## src/rtl/sfb_axi_rd_arbiter_pkg.sv

```systemverilog
// ----------------------------------------------------------------------------
// sfb_axi_rd_arbiter_pkg
//  Definitions shared by the two-master AXI3 read arbiter:
//   - source tags written into ARID[7] and decoded from RID[7]
//   - bit index of that source tag
//   - width of the per-master outstanding-burst counters
//   - AR FSM state encoding
// ----------------------------------------------------------------------------
package sfb_axi_rd_arbiter_pkg;

  // Source tag values: framebuffer pixel fetch and auxiliary reader
  localparam logic SFB_SRC_FB  = 1'b0;
  localparam logic SFB_SRC_AUX = 1'b1;

  // ARID/RID bit that carries the source tag
  localparam int SFB_ARID_TAG_BIT = 7;

  // Outstanding counters hold 0..15
  localparam int SFB_OUTST_W = 4;

  typedef enum logic {
    ST_IDLE  = 1'b0,
    ST_ISSUE = 1'b1
  } sfb_ar_state_e;

endpackage

```

## src/rtl/sfb_axi_rd_arbiter.sv

```systemverilog
// ----------------------------------------------------------------------------
// sfb_axi_rd_arbiter
//  Two-master AXI3 read arbiter in front of the single FPGA-to-SDRAM read
//  port. m0 is the framebuffer pixel fetch, m1 the overlay/blitter source.
//  AR requests are serialised (at most one every two clocks), the downstream
//  ARID carries the source in bit 7, R beats are routed back by RID[7], and
//  each master is limited to MAX_OUTST bursts in flight.
//
//  state | meaning
//  ------+---------------------------------------------------------------
//  IDLE  | arbitrate; grant pulses arready and captures the AR fields
//  ISSUE | out_arvalid_o held with stable fields until out_arready_i
//
// Ports
//  clk_i, rst_i                      clock, synchronous active-high reset
//  m{0,1}_ar*_i / m{0,1}_arready_o   upstream AR channels
//  m{0,1}_r*_o  / m{0,1}_rready_i    upstream R channels (routed)
//  m0_urgent_i                       m0 line buffer low: strict m0 priority
//  out_ar*_o / out_arready_i         downstream AR channel
//  out_r*_i  / out_rready_o          downstream R channel
//  m{0,1}_outst_o                    outstanding burst counts (status)
// ----------------------------------------------------------------------------
module sfb_axi_rd_arbiter
  import sfb_axi_rd_arbiter_pkg::*;
#(
  parameter int AXI_DW    = 256,
  parameter int MAX_OUTST = 4
) (
  input  logic              clk_i,
  input  logic              rst_i,

  input  logic [31:0]       m0_araddr_i,
  input  logic [3:0]        m0_arlen_i,
  input  logic [2:0]        m0_arsize_i,
  input  logic [1:0]        m0_arburst_i,
  input  logic [7:0]        m0_arid_i,
  input  logic              m0_arvalid_i,
  output logic              m0_arready_o,
  output logic [AXI_DW-1:0] m0_rdata_o,
  output logic [1:0]        m0_rresp_o,
  output logic              m0_rlast_o,
  output logic [7:0]        m0_rid_o,
  output logic              m0_rvalid_o,
  input  logic              m0_rready_i,
  input  logic              m0_urgent_i,

  input  logic [31:0]       m1_araddr_i,
  input  logic [3:0]        m1_arlen_i,
  input  logic [2:0]        m1_arsize_i,
  input  logic [1:0]        m1_arburst_i,
  input  logic [7:0]        m1_arid_i,
  input  logic              m1_arvalid_i,
  output logic              m1_arready_o,
  output logic [AXI_DW-1:0] m1_rdata_o,
  output logic [1:0]        m1_rresp_o,
  output logic              m1_rlast_o,
  output logic [7:0]        m1_rid_o,
  output logic              m1_rvalid_o,
  input  logic              m1_rready_i,

  output logic [31:0]       out_araddr_o,
  output logic [3:0]        out_arlen_o,
  output logic [2:0]        out_arsize_o,
  output logic [1:0]        out_arburst_o,
  output logic [7:0]        out_arid_o,
  output logic              out_arvalid_o,
  input  logic              out_arready_i,
  output logic [1:0]        out_arlock_o,
  output logic [2:0]        out_arprot_o,
  output logic [3:0]        out_arcache_o,

  input  logic [AXI_DW-1:0] out_rdata_i,
  input  logic [1:0]        out_rresp_i,
  input  logic              out_rlast_i,
  input  logic [7:0]        out_rid_i,
  input  logic              out_rvalid_i,
  output logic              out_rready_o,

  output logic [3:0]        m0_outst_o,
  output logic [3:0]        m1_outst_o
);

  localparam logic [SFB_OUTST_W-1:0] LP_MAX = SFB_OUTST_W'(MAX_OUTST);

  sfb_ar_state_e r_state;
  sfb_ar_state_e w_state_nxt;

  logic        r_rr_last;
  logic [31:0] r_araddr;
  logic [3:0]  r_arlen;
  logic [2:0]  r_arsize;
  logic [1:0]  r_arburst;
  logic [7:0]  r_arid;

  logic [1:0]             w_arvalid;
  logic [1:0]             w_elig;
  logic                   w_gnt;
  logic                   w_gnt_src;
  logic [SFB_OUTST_W-1:0] w_outst [2];

  logic [31:0] w_sel_addr;
  logic [3:0]  w_sel_len;
  logic [2:0]  w_sel_size;
  logic [1:0]  w_sel_burst;
  logic [7:0]  w_sel_id;

  logic        w_rsrc;
  logic        w_unused;

  assign w_arvalid = {m1_arvalid_i, m0_arvalid_i};

  // --------------------------------------------------------------------------
  // AR FSM: grant is only ever raised in IDLE, which gives the one-AR-per-two
  // clocks throughput and keeps upstream arready a single-cycle pulse.
  // --------------------------------------------------------------------------
  always_comb begin
    w_state_nxt = r_state;
    w_gnt       = 1'b0;
    w_gnt_src   = SFB_SRC_FB;
    case (r_state)
      ST_IDLE: begin
        if (w_elig[0] && m0_urgent_i) begin
          w_gnt     = 1'b1;
          w_gnt_src = SFB_SRC_FB;
        end else if (w_elig[0] && w_elig[1]) begin
          // Both contend: the one that did not win last time goes next
          w_gnt     = 1'b1;
          w_gnt_src = ~r_rr_last;
        end else if (w_elig[0]) begin
          w_gnt     = 1'b1;
          w_gnt_src = SFB_SRC_FB;
        end else if (w_elig[1]) begin
          w_gnt     = 1'b1;
          w_gnt_src = SFB_SRC_AUX;
        end
        if (w_gnt) begin
          w_state_nxt = ST_ISSUE;
        end
      end
      ST_ISSUE: begin
        if (out_arready_i) begin
          w_state_nxt = ST_IDLE;
        end
      end
      default: begin
        w_state_nxt = ST_IDLE;
      end
    endcase
  end

  always_ff @(posedge clk_i) begin
    if (rst_i) begin
      r_state <= ST_IDLE;
    end else begin
      r_state <= w_state_nxt;
    end
  end

  assign m0_arready_o = w_gnt & (w_gnt_src == SFB_SRC_FB);
  assign m1_arready_o = w_gnt & (w_gnt_src == SFB_SRC_AUX);

  assign w_sel_addr  = (w_gnt_src == SFB_SRC_AUX) ? m1_araddr_i  : m0_araddr_i;
  assign w_sel_len   = (w_gnt_src == SFB_SRC_AUX) ? m1_arlen_i   : m0_arlen_i;
  assign w_sel_size  = (w_gnt_src == SFB_SRC_AUX) ? m1_arsize_i  : m0_arsize_i;
  assign w_sel_burst = (w_gnt_src == SFB_SRC_AUX) ? m1_arburst_i : m0_arburst_i;
  assign w_sel_id    = (w_gnt_src == SFB_SRC_AUX) ? m1_arid_i    : m0_arid_i;

  // Captured AR and round-robin history; upstream ARID[7] is replaced by the
  // source tag so the returning RID can be routed.
  always_ff @(posedge clk_i) begin
    if (rst_i) begin
      r_rr_last <= SFB_SRC_AUX;
      r_araddr  <= '0;
      r_arlen   <= '0;
      r_arsize  <= '0;
      r_arburst <= '0;
      r_arid    <= '0;
    end else if (w_gnt) begin
      r_rr_last <= w_gnt_src;
      r_araddr  <= w_sel_addr;
      r_arlen   <= w_sel_len;
      r_arsize  <= w_sel_size;
      r_arburst <= w_sel_burst;
      r_arid    <= {w_gnt_src, w_sel_id[SFB_ARID_TAG_BIT-1:0]};
    end
  end

  assign out_arvalid_o = (r_state == ST_ISSUE);
  assign out_araddr_o  = r_araddr;
  assign out_arlen_o   = r_arlen;
  assign out_arsize_o  = r_arsize;
  assign out_arburst_o = r_arburst;
  assign out_arid_o    = r_arid;
  assign out_arlock_o  = 2'b00;
  assign out_arprot_o  = 3'b000;
  assign out_arcache_o = 4'b0000;

  // --------------------------------------------------------------------------
  // R path: purely combinational routing on RID[7]
  // --------------------------------------------------------------------------
  assign w_rsrc = out_rid_i[SFB_ARID_TAG_BIT];

  assign out_rready_o = (w_rsrc == SFB_SRC_AUX) ? m1_rready_i : m0_rready_i;

  assign m0_rvalid_o = out_rvalid_i & (w_rsrc == SFB_SRC_FB);
  assign m1_rvalid_o = out_rvalid_i & (w_rsrc == SFB_SRC_AUX);

  assign m0_rdata_o  = out_rdata_i;
  assign m1_rdata_o  = out_rdata_i;
  assign m0_rresp_o  = out_rresp_i;
  assign m1_rresp_o  = out_rresp_i;
  assign m0_rlast_o  = out_rlast_i;
  assign m1_rlast_o  = out_rlast_i;
  assign m0_rid_o    = {1'b0, out_rid_i[SFB_ARID_TAG_BIT-1:0]};
  assign m1_rid_o    = {1'b0, out_rid_i[SFB_ARID_TAG_BIT-1:0]};

  // --------------------------------------------------------------------------
  // Per-master outstanding burst counters
  // --------------------------------------------------------------------------
  for (genvar g = 0; g < 2; g++) begin : g_outst
    logic [SFB_OUTST_W-1:0] r_cnt;
    logic                   w_inc;
    logic                   w_hit;
    logic                   w_dec;

    assign w_inc = w_gnt & (w_gnt_src == 1'(g));
    assign w_hit = out_rvalid_i & out_rready_o & out_rlast_i & (w_rsrc == 1'(g));
    // A stray rlast at zero is routed but not counted, so the count cannot
    // wrap; when it coincides with a grant the two cancel.
    assign w_dec = w_hit & ((r_cnt != '0) | w_inc);

    always_ff @(posedge clk_i) begin
      if (rst_i) begin
        r_cnt <= '0;
      end else if (w_inc && !w_dec) begin
        r_cnt <= r_cnt + 1'b1;
      end else if (w_dec && !w_inc) begin
        r_cnt <= r_cnt - 1'b1;
      end
    end

    assign w_outst[g] = r_cnt;
    assign w_elig[g]  = w_arvalid[g] & (r_cnt < LP_MAX);
  end

  assign m0_outst_o = w_outst[0];
  assign m1_outst_o = w_outst[1];

  // Upstream ARID[7] is deliberately discarded
  assign w_unused = ^{m0_arid_i[SFB_ARID_TAG_BIT], m1_arid_i[SFB_ARID_TAG_BIT]};

endmodule

```

## config.mk

```make
export PLATFORM = sky130hd
export DESIGN_NAME = sfb_axi_rd_arbiter
export DESIGN_NICKNAME = d
export VERILOG_FILES = /design/src/rtl/sfb_axi_rd_arbiter_pkg.sv /design/src/rtl/sfb_axi_rd_arbiter.sv
export SDC_FILE = /design/constraint.sdc
export NUM_CORES = 1
export LEC_CHECK = 0
export CAP_MARGIN = 5
export CORE_AREA = 2 2 384 386
export CTS_BUF_LIST = sky130_fd_sc_hd__clkbuf_16
export CTS_CLUSTER_DIAMETER = 60
export DETAILED_ROUTE_END_ITERATION = 16
export DIE_AREA = 0 0 386 388
export GPL_TIMING_DRIVEN = 0
export PLACE_DENSITY_LB_ADDON = 0.25
export SYNTH_ARGS = -nofsm -noshare
export SYNTH_HDL_FRONTEND = slang
export SYNTH_SLANG_ARGS = --single-unit
```

## constraint.sdc

```tcl
create_clock -name clk_i -period 3 [get_ports clk_i]
set_input_delay 0.75 -clock clk_i [delete_from_list [all_inputs] [get_ports clk_i]]
set_output_delay 0.75 -clock clk_i [all_outputs]
set_load 0.03 [all_outputs]
```

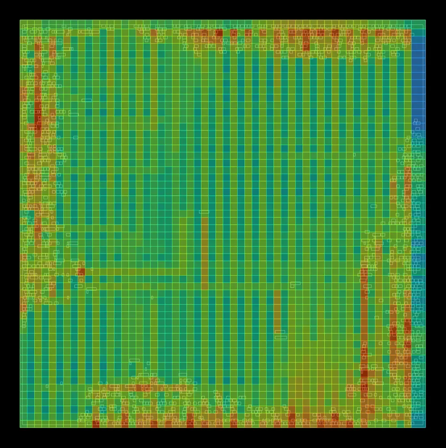
Fig. 1. Congestion heat map.
global route hottest layer: met2
final core utilization: 11.5%
GR Util met1: 11.7%
met3 usage: 2.26%

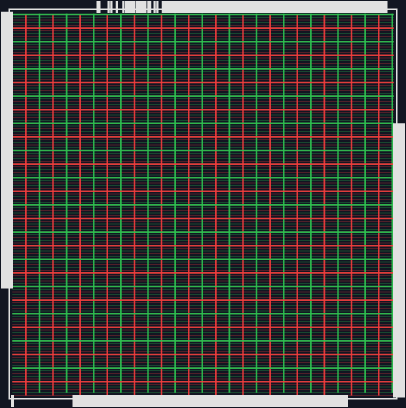
Fig. 2. Floorplan with the power grid.
Drawn at 1 px/um. Pins as bars on the die edge.
Red stands for VSS. Green stands for VDD.
28 straps on met5. 141 met1 rails follow the rows. 28 straps on met4.

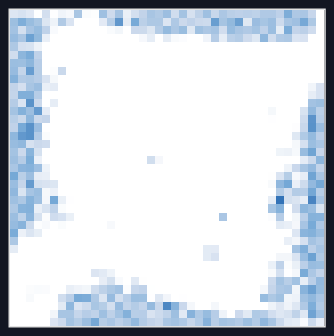
Fig. 3. Placement density heat map.
The die is cut into 39 by 39 equal tiles; white is low, dark blue is high, 0 to 100% covered.
The densest ninth of the die: bottom right. The emptiest ninth of the die: middle. The mean over all tiles is 9.5%. The fullest tile reaches 73%. 66% of the tiles are nearly empty.

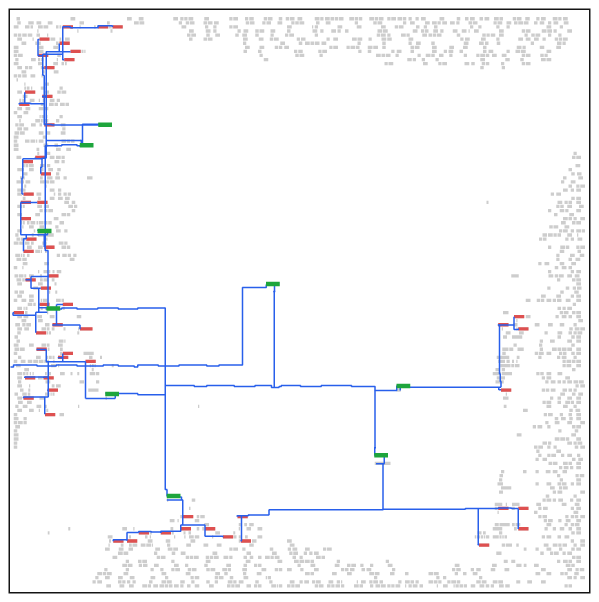
Fig. 4. Routed clock nets over the placement.
Drawn at 1.5 px/um.
Green stands for clock-net drivers, count 9. Red stands for flip-flops, count 59. Blue stands for clock wires, length 2240 um.
Position of the flops: spread over the die. There are 10 routed clock nets.

==> CHANGELOG.md <==
### Changed

- Combinational share of cell area: 8.08%
- Core Util at FP: between 4 and 5%
- Hold Buf Count CTS: 0
- Final net count: roughly 2000
- Largest cell class: non-clock buffers
- Post-DP Area: between 15000 and 20000 um2
- Remaining DRCs: 0
- Metal2 WL: roughly 35 mm
- Flip-flops with a built-in enable: 0
- Non-CTS buffers: between 1000 and 1500
- Worst slack at placement: -2.11 ns
- Clk slew on worst S/H paths: 0.06 ns
- Simple-Gate Fraction of Synth Area: roughly a tenth
- DP Cell Count: between 3000 and 4000
- VDD IR max: 336 uV
- DR WL/cell: around 20 um
- Fin Setup TNS: 0 ns
- Die height: slightly below 400 um
- Fmax: 0.339 GHz
- Die area: roughly 150000 um2
- CP endpoint: m0_arready_o
- CP Data Arrival Time: between 2 and 2.5 ns
- Register area: 1180 um2
- DP HPWL: 65.7 mm
- Sequence of cells on the critical path: clkdlybuf4s15_2 -> or4b_4 -> nor3_4 -> nor2_4 -> buf_12 -> inv_4 -> buf_6
- Most numerous logic cell after layout: clkdlybuf4s50_1
- Critical Path Slowest Stage Cell: or4b_4
- Post-CTS Resized: about 43
- Worst hold path type: reg -> reg
- Iteration-0 DRC Markers: 174
- Chip area in the Yosys report: about 6600 um2
- Max reg flops: 32
- Area leader, netlist: buf_4
- Most frequent cell after synthesis: buf_4
- CTS sink count: around 59
- N_diodes: 12
- PwrDens: about 520 nW/um2
- Mux cell area share after synthesis: 1.39%
- Post-Synthesis Cell Area: 6640 um2
- R2R depth: 9
- AO/OA Area Share: ~6.0%
- GPL Wtd Cong: roughly 0.9
- Tool warnings: 29
- Synth Instances: ~840
- Total grt overflow: 0
- Fin crit share: a little over nine tenths
- Gate Area: between 1000 and 1500 um2
- Main flop type: dfxtp_1
- Slew @ Worst Pin: approximately 0.81 ns
- Cell Int Power: around 4.4 mW
- Clock share of power: 14.5%
- Worst Skew: approximately 0.021 ns
- Worst setup EP type: output pin
- Post-route cell area: between 15000 and 20000 um2
- H-tree levels: 3
- Comb gates: 221
- Total CTS buffers: 9
- Reg2reg end: m0_outst_o[3]$_SDFFE_PP0P_
- Seq pwr share: 16.8%
- Routed Antenna Nets: 0
- Synth Area in XOR/XNOR: 0.396%
- Most instantiated logic cells after routing: clkdlybuf4s50_1 (696), buf_4 (554), nor2_1 (60)
- Port bufs: approximately 700
- Largest net degree at the start of global routing: 12
- Reg-to-Reg Start: m1_outst_o[3]$_SDFFE_PP0P_
- CTS tree: done
- Non-clock buffering overhead: around 70%
- Worst setup margin: 0.0481 ns
- DR top layer: met4
- Setup bufs post-CTS: 10
- Net Sw Frac: 48.8%
- RSZ-0062 raised after global routing: false
- Top cells by area: buf_4 (62%), dfxtp_1 (18%), o22ai_1 (4.5%), nor3_1 (3.5%), nor2_1 (3.4%)
- Seq_cells: 59
- Yosys cell types: around 43
- Vias: approximately 7500
- Clk latency late pin: 0.41 ns
- CP top delay family: simple AND/OR/NAND/NOR gates
- Clock network area share: around 1.9%
- Count of clock buffers in the final design: 9
- Run status: finished clean
- Number of cells in Yosys stat: ~840
- WL final: between 70 and 80 mm
- Routed length on met1: approximately 31 mm
- Logic pwr share: slightly below 70%
- Invs w/o clock: 5
- Worst-path fanout max: 6
- Seq area share: about 7.1%
- Met3 WL post-DR: 4.77 mm
- Critical Path Source: m1_arvalid_i
- Critical path class: in -> out
- Met2 Use GR: between 10% and 20%
- Share of layout cells above drive strength 1: slightly below 40%
- Seq/Total Area, Yosys: 17.8%
- Overall routing resource usage: 9.12%
- Initial antenna violation count: 17
- Leakage: 6.70 nW
- Maxcap violations: 0
- Area grow syn2layout: 151%
- Comb area leader: buffers and inverters
- P_seq: ~1.5 mW
- Final setup fails: 0
- Fin Hold WS: slightly above 0.5 ns
- Ys Warns: 0
- Worst setup SP type: primary input
- Top pwr grp: combinational logic
- Row cnt: roughly 140
- Worst path max stage delay: between 0.4 and 0.5 ns
- Clk buf depth: 2
- Ys flops: just under 60
- Period minus WS final: roughly 3 ns
- Vias/cell: around 2.2
- Top cell area share: between 60 and 70%
- I/O pin cnt: between 900 and 1000
- Adders+Majority by Area: 1.36%
- First-pass GRT wire length: just under 90 mm
- Core area: about 150000 um2
-- worst min-delay path by stage --
stage | from | to | cells past startpoint
after floorplan | r_rr_last$_SDFFE_PP1P_ | r_rr_last$_SDFFE_PP1P_ | 2
after global placement | r_rr_last$_SDFFE_PP1P_ | r_rr_last$_SDFFE_PP1P_ | 2
after detailed placement | r_rr_last$_SDFFE_PP1P_ | r_rr_last$_SDFFE_PP1P_ | 2
after CTS | out_araddr_o[20]$_SDFFE_PP0P_ | out_araddr_o[20]$_SDFFE_PP0P_ | 2
after global routing | out_araddr_o[14]$_SDFFE_PP0P_ | out_araddr_o[14]$_SDFFE_PP0P_ | 2
final | out_araddr_o[18]$_SDFFE_PP0P_ | out_araddr_o[18]$_SDFFE_PP0P_ | 2
Power figures rest on the tool's default switching activity, not on a simulated workload.
